===== config.mk =====
export PLATFORM = sky130hd
export DESIGN_NAME = stage_tracker
export DESIGN_NICKNAME = d
export VERILOG_FILES = /design/src/rtl/stage_tracker_pkg.sv /design/src/rtl/stage_tracker_rise_detect.sv /design/src/rtl/stage_tracker.sv
export SDC_FILE = /design/constraint.sdc
export NUM_CORES = 1
export LEC_CHECK = 0
export CAP_MARGIN = 5
export CORE_ASPECT_RATIO = 0.7
export CORE_MARGIN = 3
export CORE_UTILIZATION = 40
export CTS_BUF_LIST = sky130_fd_sc_hd__clkbuf_4 sky130_fd_sc_hd__clkbuf_8
export DETAILED_ROUTE_END_ITERATION = 16
export PLACE_DENSITY = 0.69
export RECOVER_POWER = 25
export SYNTH_ARGS = -nofsm -noshare
export SYNTH_HDL_FRONTEND = slang
export SYNTH_SLANG_ARGS = --single-unit

===== constraint.sdc =====
create_clock -name clk -period 2.2 [get_ports clk]
set_input_delay 0.33 -clock clk [delete_from_list [all_inputs] [get_ports clk]]
set_output_delay 0.33 -clock clk [all_outputs]
set_load 0.005 [all_outputs]

===== src/rtl/stage_tracker_pkg.sv =====
// stage_tracker_pkg
//   Shared types and helpers for the stage tracker.
//   - state_t   : game FSM states (IDLE, PLAY, WON)
//   - needHits  : number of hits required to clear stage k
package stage_tracker_pkg;

  typedef enum logic [1:0] {
    IDLE = 2'd0,
    PLAY = 2'd1,
    WON  = 2'd2
  } state_t;

  localparam int DEF_BASE_HITS = 2;
  localparam int DEF_HIT_STEP  = 1;

  // Stage k needs base_hits + k*hit_step hits; later stages get harder.
  function automatic int needHits(input int k,
                                  input int base_hits = DEF_BASE_HITS,
                                  input int hit_step  = DEF_HIT_STEP);
    return base_hits + k * hit_step;
  endfunction

endpackage


===== src/rtl/stage_tracker_rise_detect.sv =====
// rise_detect
//   Registered rising-edge detector. The input level is sampled every clock
//   and compared with the previous sample; rise is high for one cycle after
//   a low sample is followed by a high sample. A level held high yields a
//   single rise.
// Ports:
//   clk    : clock, rising edge
//   resetN : asynchronous active-low reset (clears both samples)
//   din    : level input
//   rise   : one-cycle rising-edge indication, driven from registers
module rise_detect (
  input  logic clk,
  input  logic resetN,
  input  logic din,
  output logic rise
);

  logic sample_reg;
  logic prev_reg;

  always_ff @(posedge clk or negedge resetN) begin
    if (!resetN) begin
      sample_reg <= 1'b0;
      prev_reg   <= 1'b0;
    end else begin
      sample_reg <= din;
      prev_reg   <= sample_reg;
    end
  end

  assign rise = sample_reg & ~prev_reg;

endmodule


===== src/rtl/stage_tracker.sv =====
// stage_tracker
//   Tracks progress through NUM_STAGES game stages. Each trueStack rising
//   edge is a hit; when the hits in the current stage reach the stage's
//   requirement the stage is cleared (one-cycle clear pulse) and the
//   thermometer-coded stage output advances. Clearing the last stage wins
//   the game. start (re)starts a game from any state.
//
//   Optional feature: define STAGE_TRACKER_MISS_PENALTY_EN to make each
//   falseStack rising edge in PLAY reset the hit counter (miss beats a hit
//   in the same cycle). Without it falseStack has no effect.
//
// Ports:
//   clk        : clock, rising edge
//   resetN     : asynchronous active-low reset
//   start      : start / restart a game
//   trueStack  : correct-stack level, rising edge = hit
//   falseStack : wrong-stack level, rising edge = miss
//   stage      : thermometer code, stage k active => bits [k:0] set
//   clear      : one-cycle pulse per cleared stage
//   gameWon    : high once all stages are cleared
//   hitCount   : hits accumulated in the current stage
module stage_tracker
  import stage_tracker_pkg::*;
#(
  parameter int NUM_STAGES = 5,
  parameter int BASE_HITS  = 2,
  parameter int HIT_STEP   = 1,
  parameter int CNT_W      = 5
) (
  input  logic                  clk,
  input  logic                  resetN,
  input  logic                  start,
  input  logic                  trueStack,
  input  logic                  falseStack,
  output logic [NUM_STAGES-1:0] stage,
  output logic                  clear,
  output logic                  gameWon,
  output logic [CNT_W-1:0]      hitCount
);

  localparam int IDX_W = $clog2(NUM_STAGES);
  localparam logic [IDX_W-1:0] LAST_IDX = IDX_W'(NUM_STAGES - 1);
  localparam logic [IDX_W-1:0] IDX_ONE  = IDX_W'(1);
  localparam logic [NUM_STAGES-1:0] STAGE_FIRST = {{(NUM_STAGES-1){1'b0}}, 1'b1};

  state_t                  state_reg, state_next;
  logic [NUM_STAGES-1:0]   stage_reg, stage_next;
  logic [IDX_W-1:0]        idx_reg,   idx_next;
  logic [CNT_W-1:0]        hit_reg,   hit_next;
  logic                    clear_reg, clear_next;
  logic                    won_reg,   won_next;

  logic                    hit_rise;
  logic                    miss_rise;
  logic                    miss_event;
  logic [CNT_W:0]          hit_inc;
  logic                    stage_done;

  // Per-stage requirement table, built at elaboration time.
  logic [CNT_W-1:0] need_tbl [NUM_STAGES];

  genvar gi;
  generate
    for (gi = 0; gi < NUM_STAGES; gi++) begin : g_need
      assign need_tbl[gi] = CNT_W'(needHits(gi, BASE_HITS, HIT_STEP));
    end
  endgenerate

  rise_detect u_true_rise (
    .clk    (clk),
    .resetN (resetN),
    .din    (trueStack),
    .rise   (hit_rise)
  );

  rise_detect u_false_rise (
    .clk    (clk),
    .resetN (resetN),
    .din    (falseStack),
    .rise   (miss_rise)
  );

`ifdef STAGE_TRACKER_MISS_PENALTY_EN
  assign miss_event = miss_rise;
`else
  // Misses carry no penalty in this build; the detector output is sunk.
  logic unused_miss;
  assign unused_miss = miss_rise;
  assign miss_event  = 1'b0;
`endif

  // One extra bit so the compare against the requirement cannot wrap.
  assign hit_inc    = {1'b0, hit_reg} + {{CNT_W{1'b0}}, 1'b1};
  assign stage_done = (hit_inc == {1'b0, need_tbl[idx_reg]});

  always_ff @(posedge clk or negedge resetN) begin
    if (!resetN) begin
      state_reg <= IDLE;
      stage_reg <= '0;
      idx_reg   <= '0;
      hit_reg   <= '0;
      clear_reg <= 1'b0;
      won_reg   <= 1'b0;
    end else begin
      state_reg <= state_next;
      stage_reg <= stage_next;
      idx_reg   <= idx_next;
      hit_reg   <= hit_next;
      clear_reg <= clear_next;
      won_reg   <= won_next;
    end
  end

  always_comb begin
    state_next = state_reg;
    stage_next = stage_reg;
    idx_next   = idx_reg;
    hit_next   = hit_reg;
    clear_next = 1'b0;
    won_next   = won_reg;

    if (start) begin
      // start wins over any hit or miss in the same cycle, from any state.
      state_next = PLAY;
      stage_next = STAGE_FIRST;
      idx_next   = '0;
      hit_next   = '0;
      won_next   = 1'b0;
    end else begin
      case (state_reg)
        IDLE: begin
        end
        PLAY: begin
          if (miss_event) begin
            hit_next = '0;
          end else if (hit_rise) begin
            if (stage_done) begin
              clear_next = 1'b1;
              hit_next   = '0;
              // Shifting a 1 into an all-ones code leaves it all-ones.
              stage_next = {stage_reg[NUM_STAGES-2:0], 1'b1};
              if (idx_reg == LAST_IDX) begin
                state_next = WON;
                won_next   = 1'b1;
              end else begin
                idx_next = idx_reg + IDX_ONE;
              end
            end else begin
              hit_next = hit_inc[CNT_W-1:0];
            end
          end
        end
        WON: begin
        end
        default: begin
          state_next = IDLE;
        end
      endcase
    end
  end

  assign stage    = stage_reg;
  assign clear    = clear_reg;
  assign gameWon  = won_reg;
  assign hitCount = hit_reg;

endmodule


==> run notes <==
## Status
• **status** finished, final reports clean

## Worst setup path
• **largest driver fanout on the critical path** 9
• **CP Data Required Time** 2.42 ns
• **logic depth of the worst register-to-register path** 5
• **critical path launch point type** register
• **source of the worst register-to-register timing path** hitCount[2]$_DFFE_PN0P_

## Die
• **width of the die** 66.5 µm
• **top-level port count** 17
• **Core Region** 2280 µm²

## Synth
• **Post-synth EDFFs** 0
• **area reported by Yosys stat** 1020 µm²
• **Yosys reg bits** 19
• **warning count from the yosys run** 0
• **top cells, area** sky130_fd_sc_hd__dfrtp_1, sky130_fd_sc_hd__nand2_1, sky130_fd_sc_hd__mux2i_1, sky130_fd_sc_hd__ha_1, sky130_fd_sc_hd__a311oi_4
• **cell count after synthesis** 96

## Final timing
• **final number of setup-violating endpoints** 0
• **hold violation count in the final report** 0
• **fmax** 0.488 GHz
• **aggregate negative setup slack** 0 ns
• **portion of the clock cycle consumed by the worst path in the final layout** 93.1%
• **slew of the pin with the lowest slew margin** 1.01 ns
• **Relative slew margins** 32.7%

## Placed design
• **Buffers on Ports** 15

## Global routing
• **global route total overflow** 0

## Clock network
• **number of buffers on the longest clock path** 2
• **# Post-CTS Setup Buffers** 0
• **clock root cell** sky130_fd_sc_hd__clkbuf_4
• **post_cts resized** 0
• **clock buffer count from CTS** 3
• **count of hold-fix buffers inserted at cts** 0

## Cells and area
• **Fill cells** 213
• **number of ordinary inverters in the final layout** 4
• **Non-CTS buffers** 24
• **sequential fraction of total cell area** 37.2%
• **final design instance area without fill** 1280 µm²

## Drt
• **residual DRC count** 0

## Worst hold path
• **startpoint of the worst hold path** u_true_rise.sample_reg$_DFF_PN0_

## Pwr
• **Total Power** 618 µW

==> cell families (layout without fill, tap and decap cells) <==
group                    Yosys count  count (layout)  synth area share [%]
flip-flops                        19              19                  46.5
multiplexers                       6               6                  5.99
XOR/XNOR                           3               3                  3.30
adder cells (fa/ha/maj)            3               3                  3.67
AND-OR/OR-AND                     15              15                  11.5
AND/OR/NAND/NOR                   41              41                  24.8
buffers and inverters              9              32                  4.28
==> metal layers <==
layer  track usage, %  share of wire [%]  up-vias
met5                0                  0        -
met4             3.04               0.52        0
met3             4.17                4.6        2
met2             20.3                 42       14
met1             20.7                 53      353
li1                 -                  -      381
==> worst max-delay path by stage <==
stage	start	endpoint	slack, ns	cells past startpoint
floorplan	hitCount[0]$_DFFE_PN0P_	stage[0]$_DFFE_PN0P_	0.09	6
global placement	hitCount[0]$_DFFE_PN0P_	idx_reg[0]$_DFFE_PN0P_	0.13	6
detailed placement	hitCount[0]$_DFFE_PN0P_	idx_reg[0]$_DFFE_PN0P_	0.09	6
CTS	hitCount[0]$_DFFE_PN0P_	idx_reg[0]$_DFFE_PN0P_	0.06	6
global route	hitCount[2]$_DFFE_PN0P_	stage[3]$_DFFE_PN0P_	0.03	5
finish	hitCount[2]$_DFFE_PN0P_	stage[3]$_DFFE_PN0P_	0.15	5
==> cell usage in the layout (no fill, tap or decap), types with 2 or more instances in the layout <==
master                            netlist  layout
sky130_fd_sc_hd__dfrtp_1               19      19
sky130_fd_sc_hd__nand2_1               14      14
sky130_fd_sc_hd__clkdlybuf4s50_1        0      13
sky130_fd_sc_hd__buf_4                  0       8
sky130_fd_sc_hd__nor2_1                 7       7
sky130_fd_sc_hd__mux2i_1                5       5
sky130_fd_sc_hd__a21oi_1                4       4
sky130_fd_sc_hd__clkbuf_4               0       4
sky130_fd_sc_hd__inv_1                  3       3
sky130_fd_sc_hd__nand3_1                3       3
sky130_fd_sc_hd__nor4_1                 3       3
sky130_fd_sc_hd__ha_1                   3       3
sky130_fd_sc_hd__nand2b_1               2       2
sky130_fd_sc_hd__a22o_1                 2       2
sky130_fd_sc_hd__or3_1                  2       2
sky130_fd_sc_hd__o21ai_1                2       2
sky130_fd_sc_hd__dlygate4sd3_1          0       2
==> synth_stat cells (2+ instances only) <==
cell type                  count
sky130_fd_sc_hd__ha_1          3
sky130_fd_sc_hd__clkbuf_1      2
sky130_fd_sc_hd__a21oi_1       4
sky130_fd_sc_hd__buf_2         2
sky130_fd_sc_hd__inv_1         3
sky130_fd_sc_hd__nor2_1        7
sky130_fd_sc_hd__nand2b_1      2
sky130_fd_sc_hd__a22o_1        2
sky130_fd_sc_hd__nor4_1        3
sky130_fd_sc_hd__or3_1         2
sky130_fd_sc_hd__nand3_1       3
sky130_fd_sc_hd__nand2_1      14
sky130_fd_sc_hd__mux2i_1       5
sky130_fd_sc_hd__dfrtp_1      19
sky130_fd_sc_hd__o21ai_1       2
==> power groups by stage <==
stage	registers [µW]	logic (µW)	clock network, µW
after floorplan	364	39.2	0
after global placement	363	73.2	0
after detailed placement	363	73.9	0
after CTS	356	74.5	195
after global routing	357	81.9	216
final	356	72.4	190
Congestion heat map:
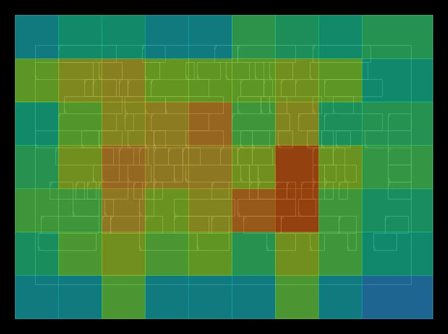
final routed wire length divided by cell count: 12.8 µm
grt met1 use: 20.7%
most used routing layer in global routing: met1
global routing met3 resource utilization: 4.17%

Routed clock nets over the placement:
Drawn at 8 px/µm.
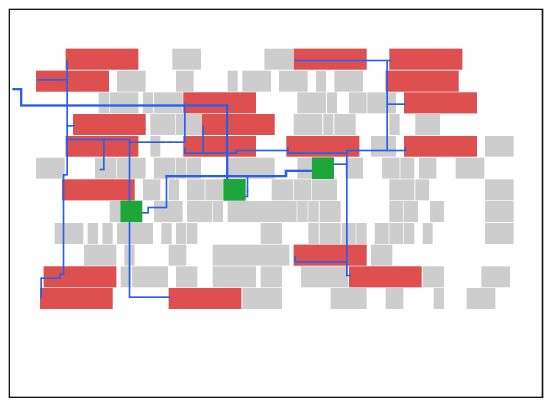
[clock wires] blue | length: 248 µm
[flip-flops] red | count: 19
[clock-net drivers] green | count: 3
routed clock nets: 4

Power grid:
Drawn at 8 px/µm. Pins as bars on the die edge.
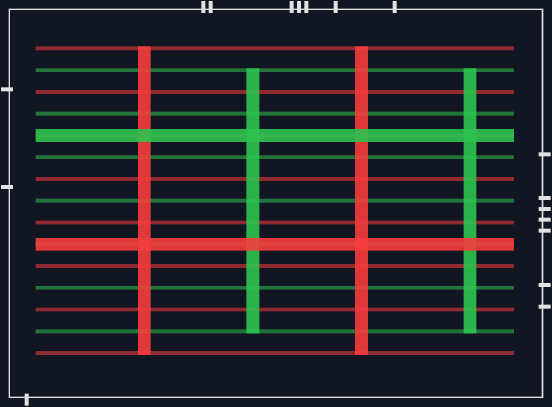
| net | color |
|---|---|
| VSS | red |
| VDD | green |
rows: 14
met1 rails: 15
signal pins: 17
met5 straps: 2

Power and IR drop assume default switching activity.
